==> src/rtl/tree_adder_arb_pkg.sv <==
// tree_adder_arb_pkg: shared types and sizing helpers for the tree_adder_arb
// scheduler (FSM state enum, requester-index width helper).
package tree_adder_arb_pkg;

   // Scheduler states: arbitrate, stream a locked burst, present the total.
   typedef enum logic [1:0] {
      IDLE  = 2'd0,
      BURST = 2'd1,
      RESP  = 2'd2
   } arb_state_t;

   // Width of a requester index; never below one bit.
   function automatic int unsigned idx_w(input int unsigned n);
      return (n < 2) ? 1 : $clog2(n);
   endfunction

   localparam int unsigned DEF_WIDTH = 8;
   localparam int unsigned DEF_SIZE  = 4;
   localparam int unsigned DEF_NREQ  = 4;

endpackage

==> src/rtl/tree_adder.sv <==
// tree_adder: combinational reduction of SIZE lanes of WIDTH bits, result
// wraps modulo 2^WIDTH. Lane i lives at data_in[i*WIDTH +: WIDTH].
// Ports: data_in (SIZE*WIDTH packed lanes), sum_c (WIDTH-bit wrapped sum).
module tree_adder #(
   parameter int unsigned WIDTH = 8,
   parameter int unsigned SIZE  = 4
) (
   input  logic [SIZE*WIDTH-1:0] data_in,
   output logic [WIDTH-1:0]      sum_c
);

   // Linear description; synthesis rebalances it into an adder tree.
   always_comb begin
      sum_c = '0;
      for (int unsigned i = 0; i < SIZE; i++) begin
         sum_c = sum_c + data_in[i*WIDTH +: WIDTH];
      end
   end

endmodule

==> src/rtl/tree_adder_arb_rr_arbiter.sv <==
// rr_arbiter: combinational round-robin pick of the first asserted request
// at or after ptr, wrapping modulo NREQ.
// Ports: req (request vector), ptr (start index), gnt_c (one-hot grant),
// any_c (at least one request present).
module rr_arbiter
   import tree_adder_arb_pkg::*;
#(
   parameter  int unsigned NREQ = DEF_NREQ,
   localparam int unsigned IDW  = idx_w(NREQ)
) (
   input  logic [NREQ-1:0] req,
   input  logic [IDW-1:0]  ptr,
   output logic [NREQ-1:0] gnt_c,
   output logic            any_c
);

   int unsigned      pos;
   logic [IDW-1:0]   idx;

   // Walk NREQ positions starting at ptr; first hit wins.
   always_comb begin
      gnt_c = '0;
      any_c = 1'b0;
      pos   = 0;
      idx   = '0;
      for (int unsigned i = 0; i < NREQ; i++) begin
         pos = 32'(ptr) + i;
         if (pos >= NREQ) pos = pos - NREQ;
         idx = IDW'(pos);
         if (!any_c && req[idx]) begin
            gnt_c[idx] = 1'b1;
            any_c      = 1'b1;
         end
      end
   end

endmodule

==> src/rtl/tree_adder_arb.sv <==
// tree_adder_arb: round-robin scheduler sharing one tree_adder among NREQ
// requesters. A granted requester owns the adder for a whole burst; the
// per-beat sums are accumulated and one total per burst is returned, tagged
// with the owner index.
// Ports: clk, rst_n (async active-low); req_valid/req_ready/req_data/req_last
// per-requester beat stream; res_valid/res_ready/res_data/res_id result port.
// Option: define TREE_ADDER_ARB_SAT_EN to saturate the burst accumulator at
// 2^WIDTH-1 instead of wrapping.
module tree_adder_arb
   import tree_adder_arb_pkg::*;
#(
   parameter  int unsigned WIDTH = DEF_WIDTH,
   parameter  int unsigned SIZE  = DEF_SIZE,
   parameter  int unsigned NREQ  = DEF_NREQ,
   localparam int unsigned IDW   = idx_w(NREQ)
) (
   input  logic                       clk,
   input  logic                       rst_n,
   input  logic [NREQ-1:0]            req_valid,
   output logic [NREQ-1:0]            req_ready,
   input  logic [NREQ*SIZE*WIDTH-1:0] req_data,
   input  logic [NREQ-1:0]            req_last,
   output logic                       res_valid,
   input  logic                       res_ready,
   output logic [WIDTH-1:0]           res_data,
   output logic [IDW-1:0]             res_id
);

   localparam int unsigned BEAT_W = SIZE * WIDTH;

   arb_state_t       state_q, state_d;
   logic [IDW-1:0]   grant_q, grant_d;
   logic [IDW-1:0]   rr_ptr_q, rr_ptr_d;
   logic [WIDTH-1:0] acc_q, acc_d;
   logic [NREQ-1:0]  req_ready_q, req_ready_d;
   logic             res_valid_q, res_valid_d;
   logic [WIDTH-1:0] res_data_q, res_data_d;
   logic [IDW-1:0]   res_id_q, res_id_d;

   logic [NREQ-1:0]  win_oh;
   logic             win_any;
   logic [IDW-1:0]   win_idx;
   logic [BEAT_W-1:0] beat_data;
   logic [WIDTH-1:0] beat_sum;
   logic [WIDTH-1:0] acc_nxt;
   logic             beat_fire;

   rr_arbiter #(.NREQ(NREQ)) u_arb (
      .req   (req_valid),
      .ptr   (rr_ptr_q),
      .gnt_c (win_oh),
      .any_c (win_any)
   );

   // One-hot winner to index.
   always_comb begin
      win_idx = '0;
      for (int unsigned i = 0; i < NREQ; i++) begin
         if (win_oh[i]) win_idx = IDW'(i);
      end
   end

   // NREQ:1 mux feeding the shared adder; data goes straight in, unregistered.
   always_comb begin
      beat_data = '0;
      for (int unsigned r = 0; r < NREQ; r++) begin
         if (grant_q == IDW'(r)) beat_data = req_data[r*BEAT_W +: BEAT_W];
      end
   end

   tree_adder #(.WIDTH(WIDTH), .SIZE(SIZE)) u_tree (
      .data_in (beat_data),
      .sum_c   (beat_sum)
   );

   // req_ready_q only ever holds the granted bit, so this is the owner's handshake.
   assign beat_fire = req_valid[grant_q] & req_ready_q[grant_q];

`ifdef TREE_ADDER_ARB_SAT_EN
   logic [WIDTH:0] acc_wide;

   // Carry out of the widened add (or an already-pinned acc) clamps to all-ones.
   always_comb begin
      acc_wide = {1'b0, acc_q} + {1'b0, beat_sum};
      acc_nxt  = (acc_wide[WIDTH] || (&acc_q)) ? '1 : acc_wide[WIDTH-1:0];
   end
`else
   assign acc_nxt = acc_q + beat_sum;
`endif

   // Next-state and registered-output logic.
   always_comb begin
      state_d     = state_q;
      grant_d     = grant_q;
      rr_ptr_d    = rr_ptr_q;
      acc_d       = acc_q;
      req_ready_d = req_ready_q;
      res_valid_d = res_valid_q;
      res_data_d  = res_data_q;
      res_id_d    = res_id_q;
      case (state_q)
         IDLE: begin
            if (win_any) begin
               grant_d     = win_idx;
               acc_d       = '0;
               req_ready_d = win_oh;
               state_d     = BURST;
            end
         end
         BURST: begin
            if (beat_fire) begin
               acc_d = acc_nxt;
               if (req_last[grant_q]) begin
                  req_ready_d = '0;
                  res_valid_d = 1'b1;
                  res_data_d  = acc_nxt;
                  res_id_d    = grant_q;
                  state_d     = RESP;
               end
            end
         end
         RESP: begin
            if (res_ready) begin
               res_valid_d = 1'b0;
               rr_ptr_d    = (grant_q == IDW'(NREQ - 1)) ? '0 : grant_q + IDW'(1);
               state_d     = IDLE;
            end
         end
         default: begin
            req_ready_d = '0;
            res_valid_d = 1'b0;
            state_d     = IDLE;
         end
      endcase
   end

   // State and output registers.
   always_ff @(posedge clk or negedge rst_n) begin
      if (!rst_n) begin
         state_q     <= IDLE;
         grant_q     <= '0;
         rr_ptr_q    <= '0;
         acc_q       <= '0;
         req_ready_q <= '0;
         res_valid_q <= 1'b0;
         res_data_q  <= '0;
         res_id_q    <= '0;
      end else begin
         state_q     <= state_d;
         grant_q     <= grant_d;
         rr_ptr_q    <= rr_ptr_d;
         acc_q       <= acc_d;
         req_ready_q <= req_ready_d;
         res_valid_q <= res_valid_d;
         res_data_q  <= res_data_d;
         res_id_q    <= res_id_d;
      end
   end

   assign req_ready = req_ready_q;
   assign res_valid = res_valid_q;
   assign res_data  = res_data_q;
   assign res_id    = res_id_q;

endmodule

==> config.mk <==
export PLATFORM = sky130hd
export DESIGN_NAME = tree_adder_arb
export DESIGN_NICKNAME = d
export VERILOG_FILES = /design/src/rtl/tree_adder_arb_pkg.sv /design/src/rtl/tree_adder.sv /design/src/rtl/tree_adder_arb_rr_arbiter.sv /design/src/rtl/tree_adder_arb.sv
export SDC_FILE = /design/constraint.sdc
export NUM_CORES = 1
export LEC_CHECK = 0
export ABC_CLOCK_PERIOD_IN_PS = 10400
export CORE_ASPECT_RATIO = 0.7
export CORE_MARGIN = 5
export CORE_UTILIZATION = 47
export CTS_BUF_LIST = sky130_fd_sc_hd__clkbuf_8
export DETAILED_ROUTE_END_ITERATION = 10
export HOLD_SLACK_MARGIN = 0.1
export MAX_ROUTING_LAYER = met4
export PLACE_DENSITY = 0.88
export SYNTH_ARGS = -nofsm -noshare
export SYNTH_HDL_FRONTEND = slang
export SYNTH_SLANG_ARGS = --single-unit
==> constraint.sdc <==
create_clock -name clk -period 10.4 [get_ports clk]
set_input_delay 2.08 -clock clk [delete_from_list [all_inputs] [get_ports clk]]
set_output_delay 2.08 -clock clk [all_outputs]
set_load 0.005 [all_outputs]
### Signal wires by layer, run 1

Two of the layers only.
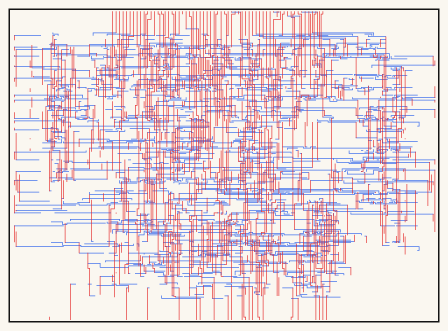
| colour | layer | wire length |
|---|---|---|
| red | metal 2 | 5140 µm |
| blue | metal 1 | 5040 µm |

### Congestion heat map, run 1

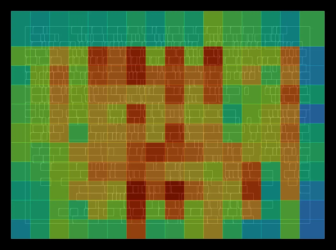
final core area utilization: 0.704
met2 Use GR: 0.389

==> notes.md, run 1 <==
Notes on the flow run.

- Non-clock inverters in the final layout number 33.
- Per the final report, the share of cell area in non-clock buffers is 0.304.
- After routing, the total negative slack on setup checks comes to 0 ps.
- Walking the worst path, the cells encountered are clkdlybuf4s50_1 > nand2_1 > nor2_1 > a21oi_1 > nor2_1 > a21oi_1 > o21ai_0 > fa_1 > fa_1 > inv_1 > fa_1 > inv_1 > ha_1 > a21o_1 > a21oi_1 > o21bai_1 > a21oi_1 > xnor2_1 > mux2_4.
- Counting instances, the worst hold path has a depth of 1.
- The number of slew-limit violations in the final report is 0, for reference.
- The reported max-cap violation count is 0, for reference.
- The headroom to the max-slew limit is 0.313, for reference.
- In the layout the commonest cells are 153 x sky130_fd_sc_hd__clkdlybuf4s50_1, 75 x sky130_fd_sc_hd__nand2_1, 56 x sky130_fd_sc_hd__nor2_1.
- The floorplan row count is 26, for reference.
- On the worst setup and hold paths after CTS, the clock-pin slew comes to approximately 70 ps.
- The final timing report counts setup violations totalling 0.
- The final critical-path share of the clock period is 0.620, for reference.
- Setup repair after global routing left no endpoint under its margin.
- The die is ~110 µm wide.
- The core footprint is 0.00722 mm², for reference.
- In the synthesis report, Yosys lists the chip area as 0.00345 mm².
- In this run, synthesis produced a sequential element count of 29.
- The total number of yosys warnings is 0, for reference.
- Max fanout on the critical path was recorded as 2.
- The TritonCTS clock tree is built, for reference.
- The source of the critical timing path is req_data[2], for reference.
- Once layout is done, the placed cells without fillers occupy about 0.0051 mm².
- The logic gate fraction of the total cell area is 0.488, for reference.
- The most frequent cell after synthesis is sky130_fd_sc_hd__nand2_1, for reference.
- STA lists the startpoint of the worst hold path as res_id[0]$_DFFE_PN0P_.
- The transition time of the tightest slew-check pin is 1030 ps, for reference.
- By area the synthesized netlist is led by sky130_fd_sc_hd__dfrtp_1 21%, sky130_fd_sc_hd__fa_1 12%, sky130_fd_sc_hd__nand2_1 8.2%.
- For this run, asynchronously set or reset flops after synthesis account for 1.00.
- The script logs the mean routed wire length per placed instance as 16.8 µm.
- Counting instances in the post-synthesis netlist gives the leading cell types as 75 x sky130_fd_sc_hd__nand2_1, 56 x sky130_fd_sc_hd__nor2_1, 54 x sky130_fd_sc_hd__a21oi_1, 37 x sky130_fd_sc_hd__o21ai_0, 32 x sky130_fd_sc_hd__inv_1.
- Counting only logic cells after layout, the most numerous master is sky130_fd_sc_hd__clkdlybuf4s50_1.
- The timing report gives the biggest stage delay along the critical path as ~600 ps.
- Overall routing resource usage recorded by global route was 0.249.
- Per the repair_timing log after CTS, setup buffers inserted total 0.
- The number of cells on the worst reg-to-reg path is 20, for reference.
- The post-place instance area is ~0.005 mm², for reference.
- In the placement report, post-DP HPWL is listed as 9.16 mm.
- The highest clock rate this design can be run at is between 150 and 200 MHz.
- The net count reported at finish is ~750, for reference.
- Buffers inserted to repair hold after CTS numbered 0.
- In the final layout, the clock buffer count is 5.
- The fraction of standard cell area that is sequential is 0.143, for reference.
- The clock buffer and inverter area fraction after layout is 0.0162, for reference.
- The number of gates resized after CTS is 0, for reference.
- The sequential-to-total area share from yosys stat is 0.211, for reference.
- Entering global routing, the biggest net connects between 60 and 70 pins.
- The area of the multi-input gates is 0.00248 mm², for reference.
- The cell count after synthesis is about 440, for reference.
- The clock period minus final worst setup slack is roughly 6400 ps, for reference.
- The slowest stage of the critical path belongs to the cell sky130_fd_sc_hd__fa_1.
- The latest clock arrival within the worst-skew pair is 280 ps, for reference.
- The logs give a warning total of 33.
- After the flow finishes, the layout carries non-filler instances totaling approximately 670.
- The number of nets at floorplan is 613, for reference.
- The fraction of final layout cells sized beyond drive strength 1 is 0.0591, for reference.
- The critical path capture point type is a flop, for reference.
- The worst path meets setup with 3960 ps of slack.
- The via count of the first global-routing pass was roughly 3600.
- The cell group occupying the most layout area is logic gates, for reference.
- The number of multi-input combinational cells is 350, for reference.
- Of the post-synthesis cell area, the dominant cell type holds 0.211.
- The first routing iteration left roughly 240 violations.
- The path type of the worst setup path is input port to flop, for reference.
- The sequential cell area in the final layout is between 700 and 800 µm², for reference.
- The post-synthesis instance area is ~0.0034 mm², for reference.
- The number of tap cells inserted is slightly below 100, for reference.
- For reference, the critical path is captured by res_data[6]$_DFFE_PN0P_.
- CTS placed an instance of sky130_fd_sc_hd__clkbuf_8 at the clock tree root.
- Per the layout report, the design carries 155 non-clock buffers.
- Compared with the post-synthesis result, the final layout area differs by 47.4%.
- The post-detailed-routing wire length is ~11 mm, for reference.
- The quantity of I/O buffers inserted on ports is between 150 and 200, for reference.
- On the critical path the largest part of the delay comes from adder cells.
- The number of design rule violations left after detail routing is 0, for reference.
- The global route total overflow is 0, for reference.
- The endpoint with the worst hold slack is res_id[0]$_DFFE_PN0P_, for reference.
- The number of placed cells counting well taps is 665, for reference.
- The run finished with clean final reports.
- The worst slack at placement is 3750 ps, for reference.
- The number of antenna violations at the first check in global routing is 0, for reference.
- In the final run the clock tree shows a worst skew of 7.76 ps.
- The worst-case reg-to-reg setup slack stands at ~4600 ps.
- CTS reports a maximum clock tree buffer depth of 2.
### Close-up of the layout, run 1

Region (72, 8) to (97, 33) µm. Cells in grey, sequential cells in the stronger grey; small squares are vias.
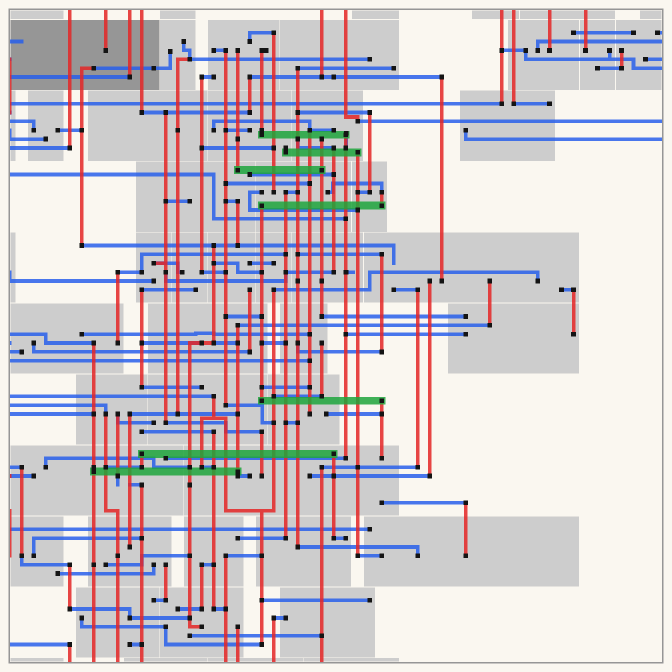
| colour | layer |
|---|---|
| green | metal 3 |
| blue | metal 1 |
| red | metal 2 |
most frequent: ha_1 (5), a22oi_1 (4), nand2_1 (4)
netlist names of flops here include: `rr_ptr_q` (1)
cells with their middle in the window: 38
sequential cells in the window: 1

## run 1: state kept, by name (all words and copies together), names as in the netlist
name       cells
res_id         2
state_q        2
rr_ptr_q       2
req_ready      4
grant_q        2
acc_q          8
res_valid      1
res_data       8
## run 1: cells by family after synthesis
family | share of synthesized area
fa+ha+maj | 0.178
buf+inv | 0.0711
compound gates | 0.216
simple gates | 0.187
mux | 0.108
xor+xnor | 0.0294
flops | 0.211
## run 1: layer usage
layer	track usage	wire length, µm	vias to the layer above
li1	-	-	1758
met1	0.334	5040	1686
met2	0.389	5140	174
met3	0.0604	958	12
met4	0.0480	145	0
met5	-	0	-
==> run 2: changes to the inputs <==
--- a/config.mk
+++ b/config.mk
@@ -5,15 +5,15 @@
 export SDC_FILE = /design/constraint.sdc
 export NUM_CORES = 1
 export LEC_CHECK = 0
-export ABC_CLOCK_PERIOD_IN_PS = 10400
+export ABC_CLOCK_PERIOD_IN_PS = 6000
 export CORE_ASPECT_RATIO = 0.7
 export CORE_MARGIN = 5
-export CORE_UTILIZATION = 47
+export CORE_UTILIZATION = 44
 export CTS_BUF_LIST = sky130_fd_sc_hd__clkbuf_8
 export DETAILED_ROUTE_END_ITERATION = 10
 export HOLD_SLACK_MARGIN = 0.1
 export MAX_ROUTING_LAYER = met4
-export PLACE_DENSITY = 0.88
+export PLACE_DENSITY = 0.83
 export SYNTH_ARGS = -nofsm -noshare
 export SYNTH_HDL_FRONTEND = slang
 export SYNTH_SLANG_ARGS = --single-unit
==> constraint.sdc (replaced) <==
create_clock -name clk -period 6 [get_ports clk]
set_input_delay 1.2 -clock clk [delete_from_list [all_inputs] [get_ports clk]]
set_output_delay 1.2 -clock clk [all_outputs]
set_load 0.005 [all_outputs]
### PDN straps and rails, run 2

Scale bar: 20 µm. Pins as bars on the die edge. Tap cells in grey.
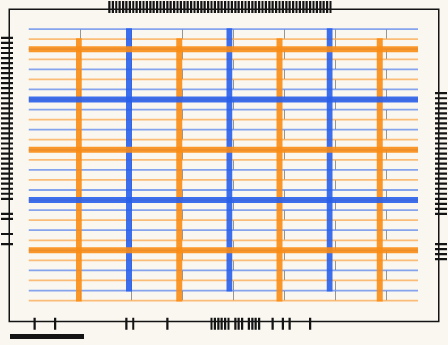
| colour | net |
|---|---|
| blue | VDD |
| orange | VSS |
signal pins: 154
rows: 27
met4 straps: 7

### Met4 routing, run 2

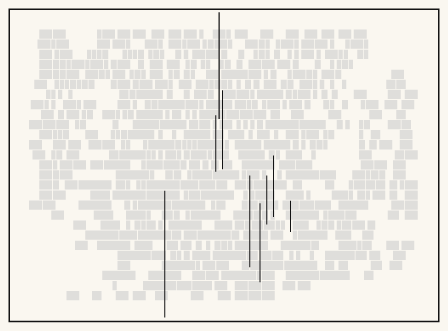
wire length on this layer: 182 µm
nets with wire on the layer: 9
longest straight run: 34.0 µm

### Close-up of the layout, run 2

Region (74, 9) to (99, 34) µm. Cells in grey, sequential cells in the stronger grey; small squares are vias.
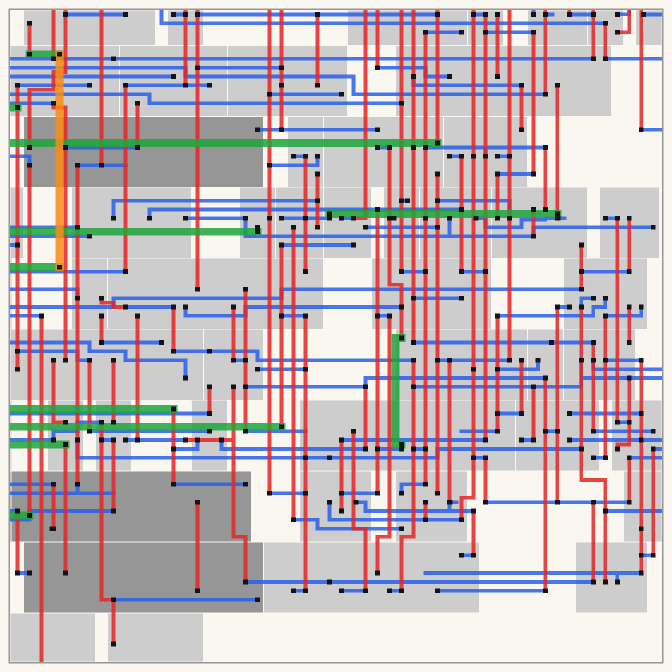
| colour | layer |
|---|---|
| red | metal 2 |
| green | metal 3 |
| blue | metal 1 |
| orange | metal 4 |
most frequent: nand2_1 (6), mux4_2 (4), ha_1 (4)
sequential cells in the window: 3
cells with their middle in the window: 39
netlist names of flops here include: `req_ready` (2), `rr_ptr_q` (1)

==> run 2 against run 1 <==
Worst hold slack is essentially flat. Flip-flop count unchanged. Core utilization is 4.2 points lower. Setup slack worse by 3400 ps. Clock skew fell by 4.2 ps. Non-clock buffer count increased by 4. Die area rose by 6.1%. Synthesized cell count unchanged. Cell area up 0.66%. First-iteration DRC count unchanged. Highest routed layer unchanged.
==> notes.md, run 2 <==
Notes on the flow run.

- The fraction of standard cell area that is sequential is 0.142 (was 0.143), for reference.
- Most common library cells after synthesis: 75 x sky130_fd_sc_hd__nand2_1, 56 x sky130_fd_sc_hd__nor2_1, 54 x sky130_fd_sc_hd__a21oi_1, 37 x sky130_fd_sc_hd__o21ai_0, 32 x sky130_fd_sc_hd__inv_1 (unchanged).
- The accumulated negative setup slack is 0 ps (unchanged), for reference.
- The number of tap cells inserted is 101 (was 98), for reference.
- The sequential cell area in the final layout was 726 µm² (unchanged).
- The total number of yosys warnings is 0 (unchanged), for reference.
- The number of nets at floorplan is 613 (unchanged), for reference.
- The cell with the biggest individual delay on the critical path is sky130_fd_sc_hd__fa_1 (unchanged), for reference.
- The end-of-flow core utilization was 0.661 (was 0.704).
- The post-synthesis async set-or-reset flop share is 1.00 (unchanged), for reference.
- The number of antenna violations at the first check in global routing is 0 (unchanged), for reference.
- The met1 wire length is 4.93 mm (was 5.04 mm), for reference.
- The quantity of I/O buffers inserted on ports was 153 (unchanged).
- The global-route track usage on met3 was 0.0551 (was 0.0604).
- The critical path capture point type is a flop (unchanged), for reference.
- The hold buffer count at cts came to 0 (unchanged).
- The count of non-CTS inverters in the layout is 33 (unchanged), for reference.
- The global-route total usage across every layer is 0.236 (was 0.249), for reference.
- The via count of the first global-routing pass was 3593 (was 3557).
- The path type of the worst setup path is flop to flop (was input port to flop).
- The number of multi-input combinational cells came to 350 (unchanged).
- The core footprint came to 0.00774 mm² (was 0.00722 mm²).
- The clock buffer and inverter area fraction after layout is 0.0161 (was 0.0162).
- The complex-gate fraction of the synthesized area is 0.216 (unchanged), for reference.
- The latest clock arrival within the worst-skew pair is 280 ps (about the same), for reference.
- The number of slew-limit violations in the final report came to 0 (unchanged).
- The final instance area was 0.00512 mm² (was 0.00508 mm²).
- The most instantiated logic cell after routing is sky130_fd_sc_hd__clkdlybuf4s50_1 (unchanged), for reference.
- The final critical-path share of the clock period is 0.906, for reference.
- The maximum root-to-sink buffer count is 2 (unchanged), for reference.
- Outcome: finished clean (unchanged).
- The worst-case clock skew is 3.55 ps (was 7.76 ps), for reference.
- The uppermost signal routing layer after detailed routing is met4 (unchanged), for reference.
- The number of gates resized after CTS came to 0 (unchanged).
- The clock period minus final worst setup slack is approximately 5400 ps, for reference.
[run 2: worst min-delay path: cells and delay by family (launching register included)]
kind	cells	cell delay (ps)
and+or+nand+nor	1	50
DFF	1	360
AOI/OAI and AO/OA	1	60
[run 2: worst paths after layout]
kind	end	depth (start not counted)	from	slack, ps
worst min register to register	res_valid$_DFFE_PN0P_	2	res_valid$_DFFE_PN0P_	510
worst min-delay path	res_valid$_DFFE_PN0P_	2	res_valid$_DFFE_PN0P_	510
worst max register to register	acc_q[7]$_DFFE_PN0P_	21	grant_q[0]$_DFFE_PN0P_	560
worst max-delay path	acc_q[7]$_DFFE_PN0P_	21	grant_q[0]$_DFFE_PN0P_	560
min in group asynchronous	res_data[2]$_DFFE_PN0P_	2	rst_n	1310
max in group asynchronous	req_ready[0]$_DFFE_PN0P_	2	rst_n	4410
==> run 3: changes to the inputs <==
--- a/config.mk
+++ b/config.mk
@@ -5,15 +5,15 @@
 export SDC_FILE = /design/constraint.sdc
 export NUM_CORES = 1
 export LEC_CHECK = 0
-export ABC_CLOCK_PERIOD_IN_PS = 6000
+export ABC_CLOCK_PERIOD_IN_PS = 6900
 export CORE_ASPECT_RATIO = 0.7
 export CORE_MARGIN = 5
-export CORE_UTILIZATION = 44
+export CORE_UTILIZATION = 47
 export CTS_BUF_LIST = sky130_fd_sc_hd__clkbuf_8
 export DETAILED_ROUTE_END_ITERATION = 10
 export HOLD_SLACK_MARGIN = 0.1
 export MAX_ROUTING_LAYER = met4
-export PLACE_DENSITY = 0.83
+export PLACE_DENSITY = 0.88
 export SYNTH_ARGS = -nofsm -noshare
 export SYNTH_HDL_FRONTEND = slang
 export SYNTH_SLANG_ARGS = --single-unit
==> constraint.sdc (replaced) <==
create_clock -name clk -period 6.9 [get_ports clk]
set_input_delay 1.38 -clock clk [delete_from_list [all_inputs] [get_ports clk]]
set_output_delay 1.38 -clock clk [all_outputs]
set_load 0.005 [all_outputs]
### Met4 routing, run 3

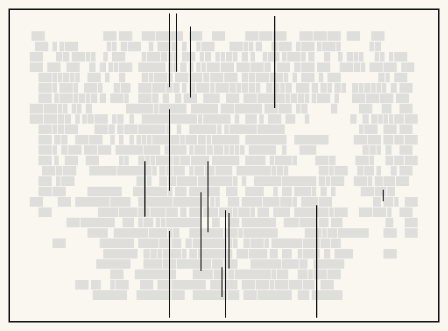
wire length on this layer: 254 µm
nets with wire on the layer: 12
longest straight run: 29.2 µm

### Close-up of the layout, run 3

Region (72, 8) to (97, 33) µm. Cells in grey, sequential cells in the stronger grey; small squares are vias.
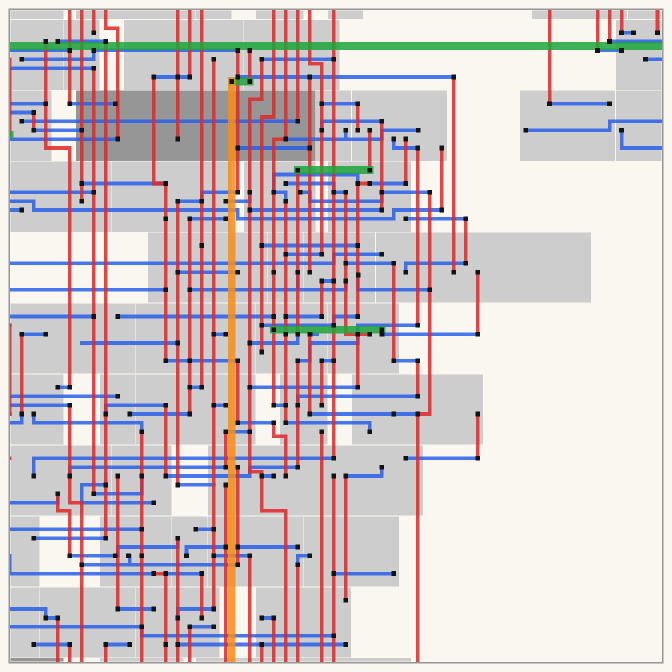
| colour | layer |
|---|---|
| green | metal 3 |
| orange | metal 4 |
| red | metal 2 |
| blue | metal 1 |
netlist names of flops here include: `rr_ptr_q` (1)
sequential cells in the window: 1
most frequent: clkdlybuf4s50_1 (6), ha_1 (5), a22oi_1 (4)
cells with their middle in the window: 36

### Signal wires by layer, run 3

Two of the layers only.
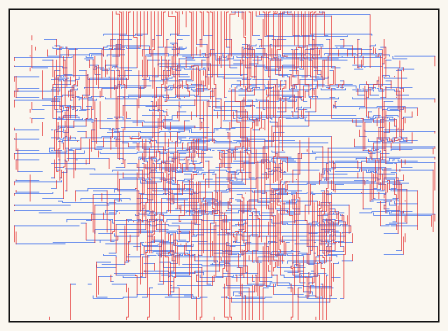
| colour | layer | wire length |
|---|---|---|
| blue | metal 1 | 5070 µm |
| red | metal 2 | 5140 µm |

==> run 3 against run 2 <==
Cell area about the same. Global-route usage is 1.4 points higher. Highest routed layer unchanged. Setup slack improved by 600 ps. Critical path depth down 2. Count of clock-buffer cells in the layout unchanged. Fmax decreased by 5.3%. Critical endpoint unchanged. Synthesized area stayed put. Core utilization up 4.6 points. Die area fell by 5.7%.
==> notes.md, run 3 <==
Notes on the flow run.

- The buffer type at the clock tree root was sky130_fd_sc_hd__clkbuf_8 (unchanged).
- The met1 demand-to-capacity share in global routing came to 0.335 (was 0.319).
- The number of design rule violations left after detail routing is 0 (unchanged).
- The number of setup buffers added after CTS is 0 (unchanged).
- The largest incremental delay on the critical path was 840 ps (was 550 ps).
- The share of the synthesized netlist area taken by xor and xnor gates is 0.0294 (unchanged), for reference.
- The final instance area was 0.00511 mm² (was 0.00512 mm²).
- The accumulated negative setup slack is 0 ps (unchanged).
- The number of slew-limit violations in the final report is 0 (unchanged).
- The headroom to the max-slew limit is 0.333 (was 0.344), for reference.
- The cell with the biggest individual delay on the critical path is sky130_fd_sc_hd__ha_1 (was sky130_fd_sc_hd__fa_1).
- Most frequent cells in the layout: 153 x sky130_fd_sc_hd__clkdlybuf4s50_1, 75 x sky130_fd_sc_hd__nand2_1, 56 x sky130_fd_sc_hd__nor2_1 (unchanged).
- The path type of the worst setup path is flop to flop (unchanged), for reference.
- Outcome: finished clean (unchanged).
- The worst-case clock skew is 5.16 ps (was 3.55 ps), for reference.
- The highest-utilization routing layer at the global route stage is met2 (unchanged), for reference.
- The cell count after synthesis was 437 (unchanged).
- The portion of synthesized cell area occupied by the leading cell type is 0.211 (unchanged), for reference.
- The setup-violating endpoint count in the final report is 0 (unchanged), for reference.
- The smallest setup slack after layout is 1160 ps (was 561 ps), for reference.
- The met2 layer usage reported by global route is 0.378 (was 0.366), for reference.
- The synthesized-area fraction occupied by and/or/nand/nor cells is 0.187 (unchanged), for reference.
- The prevailing logic family in the synthesized netlist is AND-OR/OR-AND gates (unchanged), for reference.
- The number of clock buffers in the layout was 5 (unchanged).
- The post-synthesis register bit count is 29 (unchanged).
- The via count of the first global-routing pass is 3589 (was 3593), for reference.
- The number of tap cells inserted was 98 (was 101).
- The most frequent cell after synthesis was sky130_fd_sc_hd__nand2_1 (unchanged).
- The highest clock rate is 174 MHz (was 184 MHz), for reference.
- The sequential cell area in the final layout came to 726 µm² (unchanged).
- The maximum root-to-sink buffer count came to 2 (unchanged).
- Chain of cells forming the critical path: inv_1 > ha_1 > nor2b_1 > a22oi_1 > nor2_1 > a21oi_1 > o21ai_0 > fa_1 > fa_1 > inv_1 > fa_1 > inv_1 > ha_1 > o21a_1 > o31a_1 > o22ai_1 > xnor2_1 > xnor3_1 > mux2i_1 (was inv_2 > ha_1 > buf_4 > nand2_1 > nor2_1 > a21oi_1 > nor2_1 > a21oi_1 > o21ai_0 > fa_1 > fa_1 > inv_1 > fa_1 > inv_1 > ha_1 > nor2b_1 > o31a_1 > o22ai_1 > xnor2_1 > xnor3_1 > mux2i_1).
- The most instantiated logic cell after routing is sky130_fd_sc_hd__clkdlybuf4s50_1 (unchanged), for reference.
- The number of placed cells counting well taps was 666 (was 672).
- The global route total overflow was 0 (unchanged).
- The fraction of standard cell area that is sequential is 0.142 (about the same).
- The end-of-flow core utilization was 0.708 (was 0.661).
- The cell group occupying the most layout area is logic gates (unchanged), for reference.
- The hold buffer count at cts is 0 (unchanged), for reference.
- The TritonCTS clock tree is built (unchanged), for reference.
- The met3 wire length is 1.02 mm (was 978 µm).
- The width of the die came to 112 µm (was 116 µm).
- Synth area leaders: sky130_fd_sc_hd__dfrtp_1 21%, sky130_fd_sc_hd__fa_1 12%, sky130_fd_sc_hd__nand2_1 8.2% (unchanged).
- The transition time of the tightest slew-check pin is 1000 ps (was 981 ps).
- The post-synthesis async set-or-reset flop share is 1.00 (unchanged), for reference.
- The half-perimeter wire length after detailed placement was 9.24 mm (was 9.45 mm).
- The uppermost signal routing layer after detailed routing is met4 (unchanged), for reference.
- The total number of yosys warnings is 0 (unchanged), for reference.
- The clock-pin slew on the worst setup and hold paths is 70 ps (was 60 ps).
- The number of multi-input combinational cells is 350 (unchanged), for reference.
- The met1 wire length is 5.07 mm (was 4.93 mm), for reference.
- The multiplexer share of the synthesized area is 0.108 (unchanged), for reference.
- The area fraction in full adders, half adders and majority gates was 0.178 (unchanged).
==> run 3: path summary, 6_finish.rpt <==
kind,startpoint,end,depth (start not counted)
max in group asynchronous,rst_n,rr_ptr_q[1]$_DFFE_PN0P_,2
worst min-delay path,res_id[1]$_DFFE_PN0P_,res_id[1]$_DFFE_PN0P_,1
min in group asynchronous,rst_n,res_data[2]$_DFFE_PN0P_,2
worst max-delay path,grant_q[1]$_DFFE_PN0P_,acc_q[7]$_DFFE_PN0P_,19
worst min register to register,res_id[1]$_DFFE_PN0P_,res_id[1]$_DFFE_PN0P_,1
worst max register to register,grant_q[1]$_DFFE_PN0P_,acc_q[7]$_DFFE_PN0P_,19
